### config.mk
export PLATFORM = sky130hd
export DESIGN_NAME = reaction_game_ctrl_flat
export DESIGN_NICKNAME = d
export VERILOG_FILES = /design/src/rtl/reaction_game_ctrl_if.sv /design/src/rtl/reaction_game_ctrl.sv /design/src/flat_wrapper.sv
export SDC_FILE = /design/constraint.sdc
export NUM_CORES = 1
export LEC_CHECK = 0
export CAP_MARGIN = 20
export CORE_MARGIN = 1
export CORE_UTILIZATION = 47
export DETAILED_ROUTE_END_ITERATION = 10
export GPL_TIMING_DRIVEN = 0
export PLACE_DENSITY_LB_ADDON = 0.3
export SLEW_MARGIN = 10
export SYNTH_ARGS = -nofsm -noshare
export SYNTH_HDL_FRONTEND = slang
export SYNTH_SLANG_ARGS = --single-unit
### constraint.sdc
create_clock -name clk -period 3 [get_ports clk]
set_clock_uncertainty 0.1 [all_clocks]
set_input_delay 0.45 -clock clk [delete_from_list [all_inputs] [get_ports clk]]
set_output_delay 0.45 -clock clk [all_outputs]
set_load 0.1 [all_outputs]
### src/rtl/reaction_game_ctrl_if.sv
// Player-side signal bundle of the reaction game controller: the
// tick/key/arm inputs and the digit, LED and debug outputs.
interface reaction_game_ctrl_if;
    logic       start;
    logic       btn_n;
    logic       ms_tick;
    logic [3:0] digit0;
    logic [3:0] digit1;
    logic [3:0] digit2;
    logic [3:0] digit3;
    logic [3:0] digit_en;
    logic       go_led;
    logic [2:0] state;

    modport master (
        output start, btn_n, ms_tick,
        input  digit0, digit1, digit2, digit3, digit_en, go_led, state
    );

    modport slave (
        input  start, btn_n, ms_tick,
        output digit0, digit1, digit2, digit3, digit_en, go_led, state
    );
endinterface

### src/rtl/reaction_game_ctrl.sv
// Reaction-time game controller: countdown, random hold-off, reaction timing
// as 4-digit BCD (s.cs + ms) and disqualification on an early key press.
//
// state | meaning
// ------+-------------------------------------------------------------
// IDLE  | waiting for a rising edge on the arm switch, display blank
// CNTDN | counting down whole seconds, value shown on digit0
// WAIT  | random hold-off, display blank; any press disqualifies
// GO    | go_led on, live BCD reaction time counting in ms
// DONE  | reaction time frozen on the display
// DISQ  | "dis" shown on digit3..1 after a press before GO
module reaction_game_ctrl #(
    parameter int unsigned COUNT_SEC   = 3,
    parameter int unsigned WAIT_MIN_MS = 1000,
    parameter logic [11:0] LFSR_SEED   = 12'hACE,
    parameter logic [3:0]  GLYPH_D     = 4'd13,
    parameter logic [3:0]  GLYPH_I     = 4'd1,
    parameter logic [3:0]  GLYPH_S     = 4'd5
) (
    input logic                 clk,
    input logic                 reset_n,
    reaction_game_ctrl_if.slave bus
);

    typedef enum logic [2:0] {
        ST_IDLE  = 3'd0,
        ST_CNTDN = 3'd1,
        ST_WAIT  = 3'd2,
        ST_GO    = 3'd3,
        ST_DONE  = 3'd4,
        ST_DISQ  = 3'd5
    } state_t;

    state_t      state_q, state_nxt;
    logic [3:0]  cd_q, cd_nxt;
    logic [9:0]  ms_q, ms_nxt;
    logic [12:0] wait_q, wait_nxt;
    logic [15:0] bcd_q, bcd_nxt;
    logic [11:0] lfsr_q;

    logic [1:0]  start_sync_q;
    logic        start_prev_q;
    logic [1:0]  btn_sync_q;
    logic        btn_prev_q;
    logic        start_s;
    logic        start_rise;
    logic        press;

    logic [3:0]  d0_q, d1_q, d2_q, d3_q, en_q;
    logic [3:0]  d0_nxt, d1_nxt, d2_nxt, d3_nxt, en_nxt;
    logic        go_q, go_nxt;

    // Ripple-carry increment of four packed BCD digits (9 wraps to 0).
    function automatic logic [15:0] bcd_inc(input logic [15:0] v);
        logic [15:0] r;
        logic        carry;
        r     = v;
        carry = 1'b1;
        for (int i = 0; i < 4; i++) begin
            if (carry) begin
                if (r[i*4 +: 4] == 4'd9) begin
                    r[i*4 +: 4] = 4'd0;
                end else begin
                    r[i*4 +: 4] = r[i*4 +: 4] + 4'd1;
                    carry       = 1'b0;
                end
            end
        end
        return r;
    endfunction

    // Two-flop synchronisers plus one history flop for edge detection.
    // The key idles high so its chain resets to 1 to avoid a false press.
    always_ff @(posedge clk or negedge reset_n) begin
        if (!reset_n) begin
            start_sync_q <= 2'b00;
            start_prev_q <= 1'b0;
            btn_sync_q   <= 2'b11;
            btn_prev_q   <= 1'b1;
        end else begin
            start_sync_q <= {start_sync_q[0], bus.start};
            start_prev_q <= start_sync_q[1];
            btn_sync_q   <= {btn_sync_q[0], bus.btn_n};
            btn_prev_q   <= btn_sync_q[1];
        end
    end

    assign start_s    = start_sync_q[1];
    assign start_rise = start_sync_q[1] & ~start_prev_q;
    assign press      = btn_prev_q & ~btn_sync_q[1];

    // Free-running Fibonacci LFSR, x^12+x^6+x^4+x+1; a non-zero seed keeps it non-zero.
    always_ff @(posedge clk or negedge reset_n) begin
        if (!reset_n) begin
            lfsr_q <= LFSR_SEED;
        end else begin
            lfsr_q <= {lfsr_q[10:0], lfsr_q[11] ^ lfsr_q[5] ^ lfsr_q[3] ^ lfsr_q[0]};
        end
    end

    // Next-state, timer and BCD counter decisions.
    always_comb begin
        state_nxt = state_q;
        cd_nxt    = cd_q;
        ms_nxt    = ms_q;
        wait_nxt  = wait_q;
        bcd_nxt   = bcd_q;
        if (!start_s) begin
            state_nxt = ST_IDLE;
        end else begin
            case (state_q)
                ST_IDLE: begin
                    if (start_rise) begin
                        state_nxt = ST_CNTDN;
                        cd_nxt    = 4'(COUNT_SEC);
                        ms_nxt    = '0;
                    end
                end
                ST_CNTDN: begin
                    if (press) begin
                        state_nxt = ST_DISQ;
                    end else if (bus.ms_tick) begin
                        if (ms_q == 10'd999) begin
                            ms_nxt = '0;
                            cd_nxt = cd_q - 4'd1;
                            if (cd_q == 4'd1) begin
                                state_nxt = ST_WAIT;
                                wait_nxt  = 13'(WAIT_MIN_MS) + {2'b00, lfsr_q[10:0]};
                            end
                        end else begin
                            ms_nxt = ms_q + 10'd1;
                        end
                    end
                end
                ST_WAIT: begin
                    if (press) begin
                        state_nxt = ST_DISQ;
                    end else if (bus.ms_tick) begin
                        wait_nxt = wait_q - 13'd1;
                        // A zero load is treated like one so the hold-off can never wrap.
                        if (wait_q <= 13'd1) begin
                            state_nxt = ST_GO;
                            bcd_nxt   = '0;
                        end
                    end
                end
                ST_GO: begin
                    // A press wins over a coincident tick, freezing the pre-tick value.
                    if (press) begin
                        state_nxt = ST_DONE;
                    end else if (bus.ms_tick) begin
                        if (bcd_q == 16'h9999) begin
                            state_nxt = ST_DONE;
                        end else begin
                            bcd_nxt = bcd_inc(bcd_q);
                        end
                    end
                end
                ST_DONE, ST_DISQ: begin
                    state_nxt = state_q;
                end
                default: begin
                    state_nxt = ST_IDLE;
                end
            endcase
        end
    end

    // Display and LED values derived from the upcoming state so they register with it.
    always_comb begin
        d0_nxt = 4'd0;
        d1_nxt = 4'd0;
        d2_nxt = 4'd0;
        d3_nxt = 4'd0;
        en_nxt = 4'b0000;
        go_nxt = 1'b0;
        case (state_nxt)
            ST_CNTDN: begin
                d0_nxt = cd_nxt;
                en_nxt = 4'b0001;
            end
            ST_GO: begin
                {d3_nxt, d2_nxt, d1_nxt, d0_nxt} = bcd_nxt;
                en_nxt = 4'b1111;
                go_nxt = 1'b1;
            end
            ST_DONE: begin
                {d3_nxt, d2_nxt, d1_nxt, d0_nxt} = bcd_nxt;
                en_nxt = 4'b1111;
            end
            ST_DISQ: begin
                d3_nxt = GLYPH_D;
                d2_nxt = GLYPH_I;
                d1_nxt = GLYPH_S;
                en_nxt = 4'b1110;
            end
            default: begin
                en_nxt = 4'b0000;
            end
        endcase
    end

    // State, counters and registered outputs.
    always_ff @(posedge clk or negedge reset_n) begin
        if (!reset_n) begin
            state_q <= ST_IDLE;
            cd_q    <= '0;
            ms_q    <= '0;
            wait_q  <= '0;
            bcd_q   <= '0;
            d0_q    <= '0;
            d1_q    <= '0;
            d2_q    <= '0;
            d3_q    <= '0;
            en_q    <= '0;
            go_q    <= 1'b0;
        end else begin
            state_q <= state_nxt;
            cd_q    <= cd_nxt;
            ms_q    <= ms_nxt;
            wait_q  <= wait_nxt;
            bcd_q   <= bcd_nxt;
            d0_q    <= d0_nxt;
            d1_q    <= d1_nxt;
            d2_q    <= d2_nxt;
            d3_q    <= d3_nxt;
            en_q    <= en_nxt;
            go_q    <= go_nxt;
        end
    end

    assign bus.digit0   = d0_q;
    assign bus.digit1   = d1_q;
    assign bus.digit2   = d2_q;
    assign bus.digit3   = d3_q;
    assign bus.digit_en = en_q;
    assign bus.go_led   = go_q;
    assign bus.state    = state_q;

endmodule

### src/flat_wrapper.sv
// flat-port wrapper written by rule: the top's interface ports become plain ports
module reaction_game_ctrl_flat 
#(
    parameter int unsigned COUNT_SEC   = 3,
    parameter int unsigned WAIT_MIN_MS = 1000,
    parameter logic [11:0] LFSR_SEED   = 12'hACE,
    parameter logic [3:0]  GLYPH_D     = 4'd13,
    parameter logic [3:0]  GLYPH_I     = 4'd1,
    parameter logic [3:0]  GLYPH_S     = 4'd5
)
  (clk, reset_n, bus_start, bus_btn_n, bus_ms_tick, bus_digit0, bus_digit1, bus_digit2, bus_digit3, bus_digit_en, bus_go_led, bus_state);
  reaction_game_ctrl_if bus_i ();
  input logic clk;
  input logic reset_n;
  input wire logic [$bits(bus_i.start)-1:0] bus_start;
  input wire logic [$bits(bus_i.btn_n)-1:0] bus_btn_n;
  input wire logic [$bits(bus_i.ms_tick)-1:0] bus_ms_tick;
  output wire logic [$bits(bus_i.digit0)-1:0] bus_digit0;
  output wire logic [$bits(bus_i.digit1)-1:0] bus_digit1;
  output wire logic [$bits(bus_i.digit2)-1:0] bus_digit2;
  output wire logic [$bits(bus_i.digit3)-1:0] bus_digit3;
  output wire logic [$bits(bus_i.digit_en)-1:0] bus_digit_en;
  output wire logic [$bits(bus_i.go_led)-1:0] bus_go_led;
  output wire logic [$bits(bus_i.state)-1:0] bus_state;
  assign bus_i.start = bus_start;
  assign bus_i.btn_n = bus_btn_n;
  assign bus_i.ms_tick = bus_ms_tick;
  assign bus_digit0 = bus_i.digit0;
  assign bus_digit1 = bus_i.digit1;
  assign bus_digit2 = bus_i.digit2;
  assign bus_digit3 = bus_i.digit3;
  assign bus_digit_en = bus_i.digit_en;
  assign bus_go_led = bus_i.go_led;
  assign bus_state = bus_i.state;
  reaction_game_ctrl #(.COUNT_SEC(COUNT_SEC), .WAIT_MIN_MS(WAIT_MIN_MS), .LFSR_SEED(LFSR_SEED), .GLYPH_D(GLYPH_D), .GLYPH_I(GLYPH_I), .GLYPH_S(GLYPH_S)) u_core (.clk(clk), .reset_n(reset_n), .bus(bus_i));
endmodule
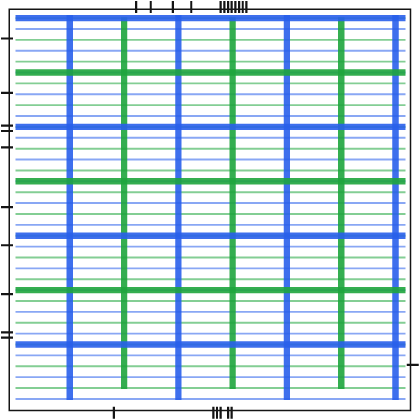
Figure 1: run 1, PDN straps and rails.
Scale: 4 px per um. Pins as bars on the die edge.
[blue] VSS
[green] VDD
rows: 35
met4 straps: 7
met5 straps: 7

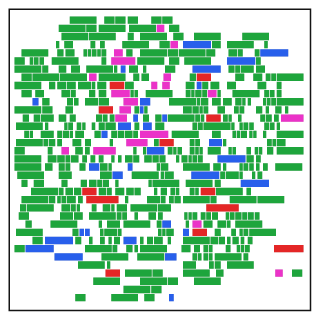
Figure 2: run 1, cell sizes after repair.
Scale: 3 px per um.
[red] drive 6 and up | cells: 12 | share: 2.3%
[magenta] drive 3 to 4 | cells: 20 | share: 3.9%
[blue] drive 2 | cells: 32 | share: 6.3%
[green] drive 1 or less | cells: 448 | share: 88%

==> impl_metrics.env, run 1 <==
# flow metrics
export IMPL_crit_chain="nand2b_1 -> buf_2 -> nand2_1 -> o41ai_2 -> o2111ai_4 -> mux2i_4 -> o22ai_1"
export IMPL_crit_end="u_core.bus.digit0[2]$_DFF_PN0_"
export IMPL_slowest_stage="dfstp_2"
export IMPL_worstPathArrival_ns=2.89
export IMPL_path_buffers=1
export IMPL_grt_pass1_vias=3666
export IMPL_p_seq_mw=1.14
export IMPL_ctsResizeCount=0
export IMPL_rsz0062_at_grt="false"
export IMPL_top_register="u_core.bcd_q"
export IMPL_die_w_um=100
export IMPL_edf_count=0
export IMPL_root_buffer="clkbuf_8"
export IMPL_power_leader="sequential cells"
export IMPL_yosys_area_um2=4510
export IMPL_mux_share_pct=1.19
export IMPL_logic_gates=337
export IMPL_status="completed"
export IMPL_top_layer="met4"
export IMPL_numCtsBuffers=9
export IMPL_yosys_area_share_adder_pct=3.88
export IMPL_overflow=0
export IMPL_dp_cells=624
export IMPL_peakVddDrop_v=0.000295
export IMPL_rr_endpoint="u_core.bus.digit0[2]$_DFF_PN0_"
export IMPL_leakage_nw=2.24
export IMPL_antennaDiodeCount=0
export IMPL_p_sw_share_pct=26.0
export IMPL_clk_latency_ns=0.36
export IMPL_cp_depth=7
export IMPL_finalSetupViolCount=0
export IMPL_synth_avg_cell_area_um2=9.66
export IMPL_comb_area_um2=2210
export IMPL_post_cts_buffers=0
export IMPL_r2r_cells=7
export IMPL_setup_tns_ns=0
export IMPL_hpwl_mm=7.46
export IMPL_dr_first_iter_drc_count=135
export IMPL_buf_share_pct=7.99
export IMPL_wl_met1_mm=4.66
export IMPL_fp_util_pct=48.6
export IMPL_cts_sinks=83
export IMPL_reg_top3="u_core.bcd_q: 16 flops, u_core.wait_q: 13 flops, u_core.lfsr_q: 12 flops"
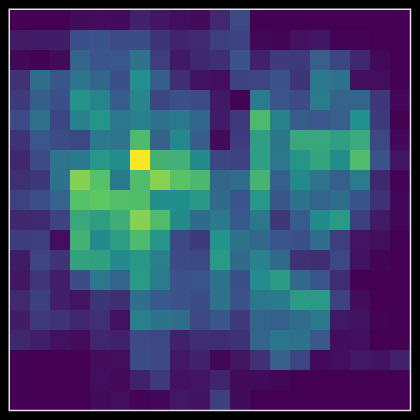
Figure 3: run 1, routed metal per tile.
Scale: 4 px per um. The die is cut into 20 by 20 equal tiles; dark purple is low, yellow is high, scaled to the fullest tile. Values are wire area over tile area, all layers added.
fullest tile: 0.71
nearly empty tiles: 16%
emptiest ninth of the die: south-west
mean over tiles: 0.17

-- run 1: cell usage in the layout (no fill, tap or decap), types with 4 or more instances in the layout --
cell and instances:
nor2_1 39, or3_1 5, a31oi_1 10, clkdlybuf4s50_1 26, o21ai_1 4, o22ai_1 7, dfrtp_1 73, xor2_1 5
clkbuf_1 11, ha_1 14, clkbuf_8 9, dfstp_2 10, o31ai_1 5, and3_1 8, xnor2_1 6, nand2_1 25
buf_2 7, nand4_1 8, nand3b_1 6, nand3_1 18, nand2b_1 6, nor2b_1 7, nor4_1 6, o21ai_0 32
inv_1 22, buf_4 6, nor3_1 20, a21oi_1 29
-- run 1: layer usage --
layer / vias up / track usage (%)
met1: 1846 / 29.1
met4: 0 / 10.2
met2: 96 / 38.2
met5: - / 0
li1: 1790 / -
met3: 23 / 3.55
Figure 4. Placed standard cells (run 1).
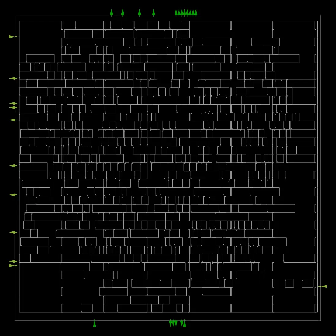

## Run 2: what changed since run 1
--- a/config.mk
+++ b/config.mk
@@ -6,8 +6,10 @@
 export NUM_CORES = 1
 export LEC_CHECK = 0
 export CAP_MARGIN = 20
-export CORE_MARGIN = 1
-export CORE_UTILIZATION = 47
+export CELL_PAD_IN_SITES_DETAIL_PLACEMENT = 1
+export CELL_PAD_IN_SITES_GLOBAL_PLACEMENT = 1
+export CORE_MARGIN = 2
+export CORE_UTILIZATION = 46
 export DETAILED_ROUTE_END_ITERATION = 10
 export GPL_TIMING_DRIVEN = 0
 export PLACE_DENSITY_LB_ADDON = 0.3
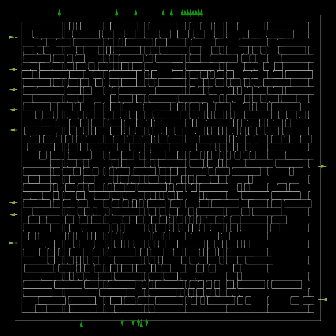
Figure 5: run 2, placed standard cells.
Finished Core Util: 53.8%
Post-Layout Cell Count: 645

==> impl_metrics.env, run 2 <==
# flow metrics
export IMPL_wl_met1_mm=5.05
export IMPL_die_w_um=103
export IMPL_relSlewSlack_pct=34.4
export IMPL_rr_endpoint="u_core.wait_q[12]$_DFFE_PN0P_"
export IMPL_hpwl_mm=8.76
export IMPL_overflow=0
export IMPL_grt_busiest_layer="met2"
export IMPL_dr_first_iter_drc_count=202
export IMPL_yosys_area_um2=4510
export IMPL_path_class="register to register"
export IMPL_grt_pass1_vias=4084
export IMPL_edf_count=0
export IMPL_cp_depth=8
export IMPL_root_buffer="clkbuf_8"
export IMPL_layout_top_cells="dfrtp_1, nor2_1, o21ai_0"
export IMPL_r2r_start="u_core.bus.state[2]$_DFF_PN0_"
export IMPL_p_per_area_nw_per_um2=423
export IMPL_cpPeakStageDelay_ns=0.64
export IMPL_reg2reg_slack_ns=0.27
export IMPL_reg_top3="u_core.bcd_q: 16 flops, u_core.wait_q: 13 flops, u_core.lfsr_q: 12 flops"
export IMPL_top_layer="met4"
export IMPL_crit_chain="clkbuf_1 -> nor3_1 -> a21oi_1 -> or2_1 -> clkbuf_1 -> clkbuf_1 -> o21ai_0 -> o21ai_0"
export IMPL_r2r_cells=8
export IMPL_peakVddDrop_v=0.000350
export IMPL_drc_errors=0
export IMPL_seq_share_pct=40.3
export IMPL_cts_clk_slew_worst_paths_ns=0.09
export IMPL_grt_util_met1_pct=29.5
export IMPL_netlist_area_um2=4510
export IMPL_io_pins=29
export IMPL_rsz0062_at_grt="false"
export IMPL_status="completed"
export IMPL_gp_congestion=0.845
export IMPL_worstPathArrival_ns=2.88
export IMPL_slowest_stage="nor3_1"
export IMPL_ys_top_cells_by_count="dfrtp_1, nor2_1, o21ai_0"
export IMPL_leakage_nw=2.23
export IMPL_top_register="u_core.bcd_q"
export IMPL_crit_family="simple AND/OR/NAND/NOR gates"
export IMPL_nonClockBufferCount=51
export IMPL_cts_sinks=83
export IMPL_dr_pass1_iters=4
export IMPL_min_period_over_period_pct=91.0
export IMPL_comb_area_um2=2210
export IMPL_synth_warnings=0
export IMPL_largest_reg_flops=16
export IMPL_logic_gates=337
export IMPL_met2_usage_pct=43.2
export IMPL_finalSetupViolCount=0
export IMPL_hold_path_class="register to register"
export IMPL_numCtsBuffers=9
export IMPL_buf_share_pct=8.01
export IMPL_grt_met3_usage_pct=5.83
export IMPL_crit_end="u_core.wait_q[12]$_DFFE_PN0P_"
export IMPL_fmax_mhz=366
export IMPL_post_cts_buffers=0
export IMPL_ctsResizeCount=0
export IMPL_synth_avg_cell_area_um2=9.66
export IMPL_via_per_inst=5.88
export IMPL_layout_top_cell="dfrtp_1"
export IMPL_fp_util_pct=46.8
export IMPL_path_buffers=3
export IMPL_clk_latency_ns=0.38
export IMPL_layout_drive_gt1_share_pct=12.3
export IMPL_antennaDiodeCount=0
export IMPL_vias=3793
## run 2: cell counts after synthesis
Identical to the previous run, type by type.
## run 2: cell families after synthesis
kind of cell,count (synthesis),synth area share [%]
mux,4,1.19
buf+inv,47,4.69
flops,83,46.3
simple gates,182,23.0
fa+ha+maj,14,3.88
compound gates,126,18.8
xor+xnor,11,2.14
## run 2: stage by stage
stage	utilization [%]	power, mW	setup TNS, ns	std cells
after floorplan	-	1.30	0	467
after global placement	51.3	1.37	-117.85	627
after detailed placement	51.6	1.38	0	628
after CTS	53.8	2.23	0	645
after global routing	53.8	2.28	0	645
final	53.8	2.19	0	645
## run 2: power by group
group          internal [mW]  switching [mW]
clock                  0.412           0.423
sequential              1.14         0.00935
combinational         0.0559           0.156
No activity file was given, so power comes from the tool's default toggle rates.
